**src/rtl/temp_sense_pkg.sv**
```systemverilog
// Shared types and default constants for the temperature-sensor ring-oscillator readout.
package temp_sense_pkg;

  typedef enum logic [1:0] {
    ST_IDLE   = 2'd0,
    ST_SETTLE = 2'd1,
    ST_COUNT  = 2'd2,
    ST_DONE   = 2'd3
  } state_e;

  localparam int CNT_W_DEF      = 24;
  localparam int WIN_W_DEF      = 5;
  localparam int WIN_MAX_DEF    = 20;
  localparam int SETTLE_CYC_DEF = 16;

  // Consecutive equal-sample cycles that flag a broken differential pair.
  localparam int FAULT_RUN      = 3;

endpackage

```
**src/rtl/temp_sense_sync.sv**
```systemverilog
// Oscillator input conditioning: 2-FF synchronizers, OSC_P rising-edge detect and
// run-length detector for non-complementary OSC_P/OSC_N samples.
module temp_sense_sync
  import temp_sense_pkg::*;
(
  input  logic clk,
  input  logic rst_n,
  input  logic osc_p,
  input  logic osc_n,
  input  logic qual,
  output logic rise,
  output logic run_hit
);

  localparam int RUN_W = $clog2(FAULT_RUN + 1);

  logic [2:0]       p_sync_r;
  logic [1:0]       n_sync_r;
  logic [RUN_W-1:0] run_r;
  logic             eq_s;

  // Synchronizer chains; the third OSC_P stage only feeds the edge detector.
  always_ff @(posedge clk or negedge rst_n) begin
    if (!rst_n) begin
      p_sync_r <= 3'b000;
      n_sync_r <= 2'b00;
    end else begin
      p_sync_r <= {p_sync_r[1:0], osc_p};
      n_sync_r <= {n_sync_r[0], osc_n};
    end
  end

  assign eq_s    = (p_sync_r[1] == n_sync_r[1]);
  assign rise    = p_sync_r[1] & ~p_sync_r[2];
  assign run_hit = (run_r == RUN_W'(FAULT_RUN));

  // Saturating run of equal samples, restarted outside the qualifying window.
  always_ff @(posedge clk or negedge rst_n) begin
    if (!rst_n) begin
      run_r <= '0;
    end else if (qual && eq_s) begin
      if (run_r != RUN_W'(FAULT_RUN)) begin
        run_r <= run_r + RUN_W'(1);
      end else begin
        run_r <= run_r;
      end
    end else begin
      run_r <= '0;
    end
  end

endmodule

```
**src/rtl/temp_sense_counter.sv**
```systemverilog
// Ring-oscillator temperature readout: settles the oscillator, counts its edges over a
// 2^win reference-cycle window and holds the result with DONE/OVF/FAULT status.
module temp_sense_counter
  import temp_sense_pkg::*;
#(
  parameter int CNT_W      = CNT_W_DEF,
  parameter int WIN_W      = WIN_W_DEF,
  parameter int WIN_MAX    = WIN_MAX_DEF,
  parameter int SETTLE_CYC = SETTLE_CYC_DEF
) (
  input  logic             CLK_REF,
  input  logic             RESETn,
  input  logic             START,
  input  logic [WIN_W-1:0] SEL_WIN,
  output logic             EN,
  input  logic             OSC_P,
  input  logic             OSC_N,
  output logic [CNT_W-1:0] DOUT,
  output logic             DONE,
  output logic             BUSY,
  output logic             OVF,
  output logic             FAULT
);

  localparam int WC_W = WIN_MAX + 1;
  localparam int ST_W = $clog2(SETTLE_CYC + 1);
  localparam logic [CNT_W-1:0] CNT_MAX = {CNT_W{1'b1}};

  state_e           state_r, state_s;
  logic [WIN_W-1:0] win_r, sel_clamp_s;
  logic [WC_W-1:0]  win_cnt_r, win_term_s;
  logic [ST_W-1:0]  settle_r;
  logic [CNT_W-1:0] cnt_r, cnt_s;
  logic             start_ok_s, settle_end_s, win_end_s, in_count_s, load_s;
  logic             rise_s, run_hit_s, ovf_hit_s, fault_hit_s;

  temp_sense_sync u_sync (
    .clk     (CLK_REF),
    .rst_n   (RESETn),
    .osc_p   (OSC_P),
    .osc_n   (OSC_N),
    .qual    (in_count_s),
    .rise    (rise_s),
    .run_hit (run_hit_s)
  );

  // Decode of control conditions and the saturating edge-count increment.
  always_comb begin
    start_ok_s   = START && ((state_r == ST_IDLE) || (state_r == ST_DONE));
    sel_clamp_s  = (SEL_WIN > WIN_W'(WIN_MAX)) ? WIN_W'(WIN_MAX) : SEL_WIN;
    win_term_s   = (WC_W'(1) << win_r) - WC_W'(1);
    settle_end_s = (settle_r == ST_W'(SETTLE_CYC));
    win_end_s    = (win_cnt_r == win_term_s);
    in_count_s   = (state_r == ST_COUNT);
    load_s       = in_count_s && win_end_s;
    cnt_s        = cnt_r;
    if (in_count_s && rise_s && (cnt_r != CNT_MAX)) begin
      cnt_s = cnt_r + CNT_W'(1);
    end else begin
      cnt_s = cnt_r;
    end
    ovf_hit_s   = in_count_s && (cnt_s == CNT_MAX);
    fault_hit_s = in_count_s && run_hit_s;
  end

  // Next-state logic.
  always_comb begin
    state_s = state_r;
    case (state_r)
      ST_IDLE, ST_DONE: begin
        if (start_ok_s) state_s = ST_SETTLE;
        else            state_s = state_r;
      end
      ST_SETTLE: begin
        if (settle_end_s) state_s = ST_COUNT;
        else              state_s = ST_SETTLE;
      end
      ST_COUNT: begin
        if (win_end_s) state_s = ST_DONE;
        else           state_s = ST_COUNT;
      end
      default: state_s = ST_IDLE;
    endcase
  end

  always_ff @(posedge CLK_REF or negedge RESETn) begin
    if (!RESETn) state_r <= ST_IDLE;
    else         state_r <= state_s;
  end

  // Settle timer, window timer, latched window and edge counter.
  always_ff @(posedge CLK_REF or negedge RESETn) begin
    if (!RESETn) begin
      settle_r  <= '0;
      win_cnt_r <= '0;
      win_r     <= '0;
      cnt_r     <= '0;
    end else if (start_ok_s) begin
      settle_r  <= '0;
      win_cnt_r <= '0;
      win_r     <= sel_clamp_s;
      cnt_r     <= '0;
    end else begin
      if ((state_r == ST_SETTLE) && !settle_end_s) settle_r <= settle_r + ST_W'(1);
      else                                         settle_r <= settle_r;
      if (in_count_s && !win_end_s) win_cnt_r <= win_cnt_r + WC_W'(1);
      else                          win_cnt_r <= win_cnt_r;
      win_r <= win_r;
      cnt_r <= cnt_s;
    end
  end

  // Registered outputs; status flags are sticky until the next accepted START.
  always_ff @(posedge CLK_REF or negedge RESETn) begin
    if (!RESETn) begin
      EN    <= 1'b0;
      BUSY  <= 1'b0;
      DONE  <= 1'b0;
      DOUT  <= '0;
      OVF   <= 1'b0;
      FAULT <= 1'b0;
    end else begin
      EN   <= (state_s == ST_SETTLE) || (state_s == ST_COUNT);
      BUSY <= (state_s == ST_SETTLE) || (state_s == ST_COUNT);
      DONE <= (state_s == ST_DONE);
      if (load_s) DOUT <= cnt_s;
      else        DOUT <= DOUT;
      if (start_ok_s)     OVF <= 1'b0;
      else if (ovf_hit_s) OVF <= 1'b1;
      else                OVF <= OVF;
      if (start_ok_s)       FAULT <= 1'b0;
      else if (fault_hit_s) FAULT <= 1'b1;
      else                  FAULT <= FAULT;
    end
  end

endmodule
```
**config.mk**
```make
export PLATFORM = sky130hd
export DESIGN_NAME = temp_sense_counter
export DESIGN_NICKNAME = d
export VERILOG_FILES = /design/src/rtl/temp_sense_pkg.sv /design/src/rtl/temp_sense_sync.sv /design/src/rtl/temp_sense_counter.sv
export SDC_FILE = /design/constraint.sdc
export NUM_CORES = 1
export LEC_CHECK = 0
export CAP_MARGIN = 30
export CELL_PAD_IN_SITES_DETAIL_PLACEMENT = 0
export CELL_PAD_IN_SITES_GLOBAL_PLACEMENT = 1
export CORE_MARGIN = 8
export CORE_UTILIZATION = 49
export CTS_CLUSTER_SIZE = 20
export DETAILED_ROUTE_END_ITERATION = 12
export PLACE_DENSITY_LB_ADDON = 0.25
export SYNTH_ARGS = -nofsm -noshare
export SYNTH_HDL_FRONTEND = slang
export SYNTH_SLANG_ARGS = --single-unit
```
**constraint.sdc**
```tcl
create_clock -name CLK_REF -period 5.95 [get_ports CLK_REF]
set_input_delay 1.4875 -clock CLK_REF [delete_from_list [all_inputs] [get_ports CLK_REF]]
set_output_delay 1.4875 -clock CLK_REF [all_outputs]
set_load 0.1 [all_outputs]
```
==> run notes <==
Implementation summary

The run finished with clean final reports. The later-pin clock latency in the skew report is around 0.37 ns. Buffers inserted to repair hold after CTS numbered 0. Looking at the gate-level netlist, the highest instance count belongs to dfrtp_1.

Summed over all instances, the cell type with the most area after synthesis is dfrtp_1. The floorplan step defined a core boundary enclosing approximately 10000 µm². Per report_power, the Clock row totals 429 µW. The count of antenna diodes in the layout is 0. The number of cell rows is 37. Counting every net in the synthesized netlist gives between 500 and 600. The number of gates resized after CTS was 0. Summed over all layers, the routed wires come to 11400 µm. The yosys stat cell total is ~550. The fraction of final layout cells with drive strength greater than 1 is 0.0537.

The net switching fraction of the power is 0.375. Summed over all nets, wire length on met2 after detailed routing comes to 5290 µm. The horizontal die dimension is around 120 µm.

The OpenROAD report gives the critical path a data arrival time of 4.63 ns. By area the synthesized netlist is led by dfrtp_1 (45%), mux2i_1 (5.4%), xor2_1 (3.9%). The die is approximately 120 µm tall. The predominant post-synthesis flop cell is dfrtp_1. The worst setup path category is register to register. The capture point of the critical path was reported as BUSY$_DFF_PN0_. At the worst endpoint, the required time is 6.20 ns. The final cell count without fillers is about 710. The weighted congestion at the end of routability-driven global placement is ~0.86. Compared with the post-synthesis result, the final layout area differs by 11.1%. The async set-reset flop share out of synthesis is 1.00.

The post-synthesis sequential element count is 92. In this run the tools logged warnings totalling 28. The simple logic cell fraction of the synthesized area is 0.231.
==> registers in the layout (all words and copies together), names as in the netlist <==
signal,count
DOUT,24
u_sync.p_sync_r,3
state_r,2
cnt_r,24
win_r,5
settle_r,5
BUSY,1
DONE,1
win_cnt_r,21
OVF,1
u_sync.run_r,2
u_sync.n_sync_r,2
FAULT,1
==> cell type report <==
cell class | count | area (µm²)
clock buffer | 11 | 141
clock inverter | 5 | 60.1
fill | 946 | 4540
inverter | 34 | 128
multi-input combinational | 394 | 2540
sequential | 92 | 2300
tap | 136 | 170
timing repair buffer | 41 | 400
==> critical path, delay by kind of cell, from the launching register on <==
family	cells	cell delay [ns]
flops	1	0.75
simple gates	5	1.63
fa+ha+maj	2	0.63
xor+xnor	1	0.06
buf+inv	1	0.35
compound gates	4	0.84
==> images/congestion_map.png <==
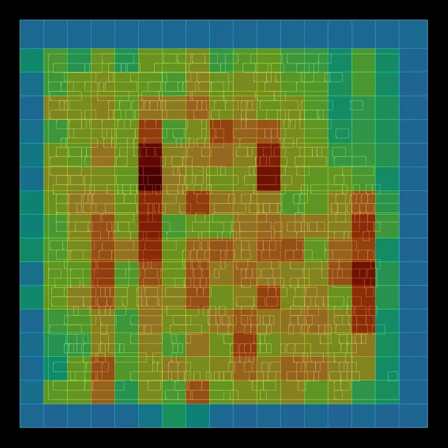
average detailed-routed wire length per instance: 16.1 µm
final cell utilization of the core: 0.559
global router's overall resource usage: 0.169
most used routing layer in global routing: met2
met3 layer usage reported by global route: 0.0390

==> images/port_trees.png <==
The bar under the picture is 20 µm long.
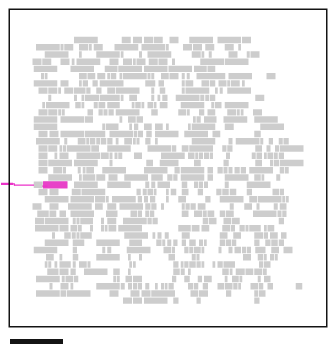
legend:
  magenta:
    port: OSC_P
    bits: 1
    direction: input
    end_cells: 1
    buffers: 1
    wire: 10.9 µm
I/O Pins: 39
quantity of I/O buffers inserted on ports: 38

==> images/m1.png <==
Supply wires on this layer in grey. Cells faint in the background.
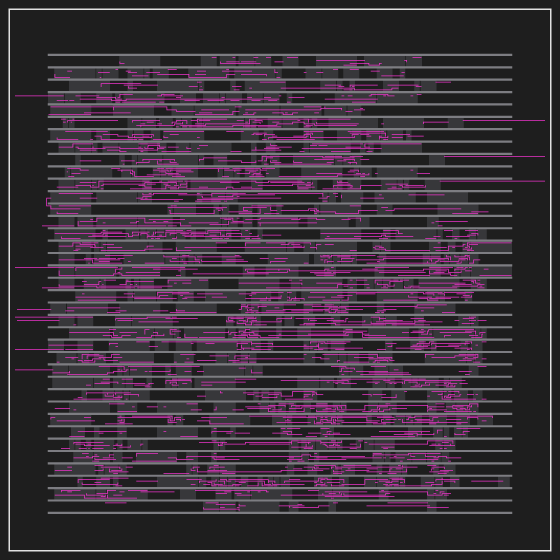
nets with wire on the layer: 541
wire length on this layer: 5480 µm
longest straight run: 33.6 µm
share of all routed wire: 48%

==> images/ff_map.png <==
Other sequential cells in the stronger grey, the rest of the logic in the fainter grey.
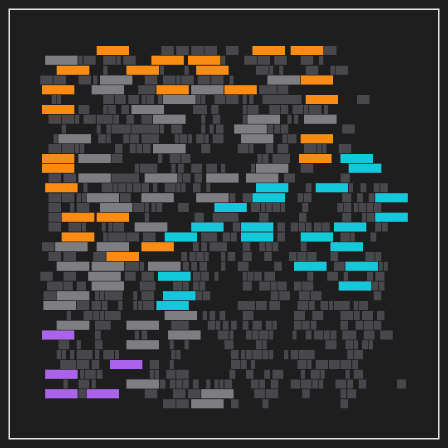
legend:
  purple:
    signal: settle_r
    placed_flops: 5
    where: bottom left
  orange:
    signal: DOUT
    placed_flops: 24
  cyan:
    signal: win_cnt_r
    placed_flops: 21

Power figures rest on the tool's default switching activity, not on a simulated workload.
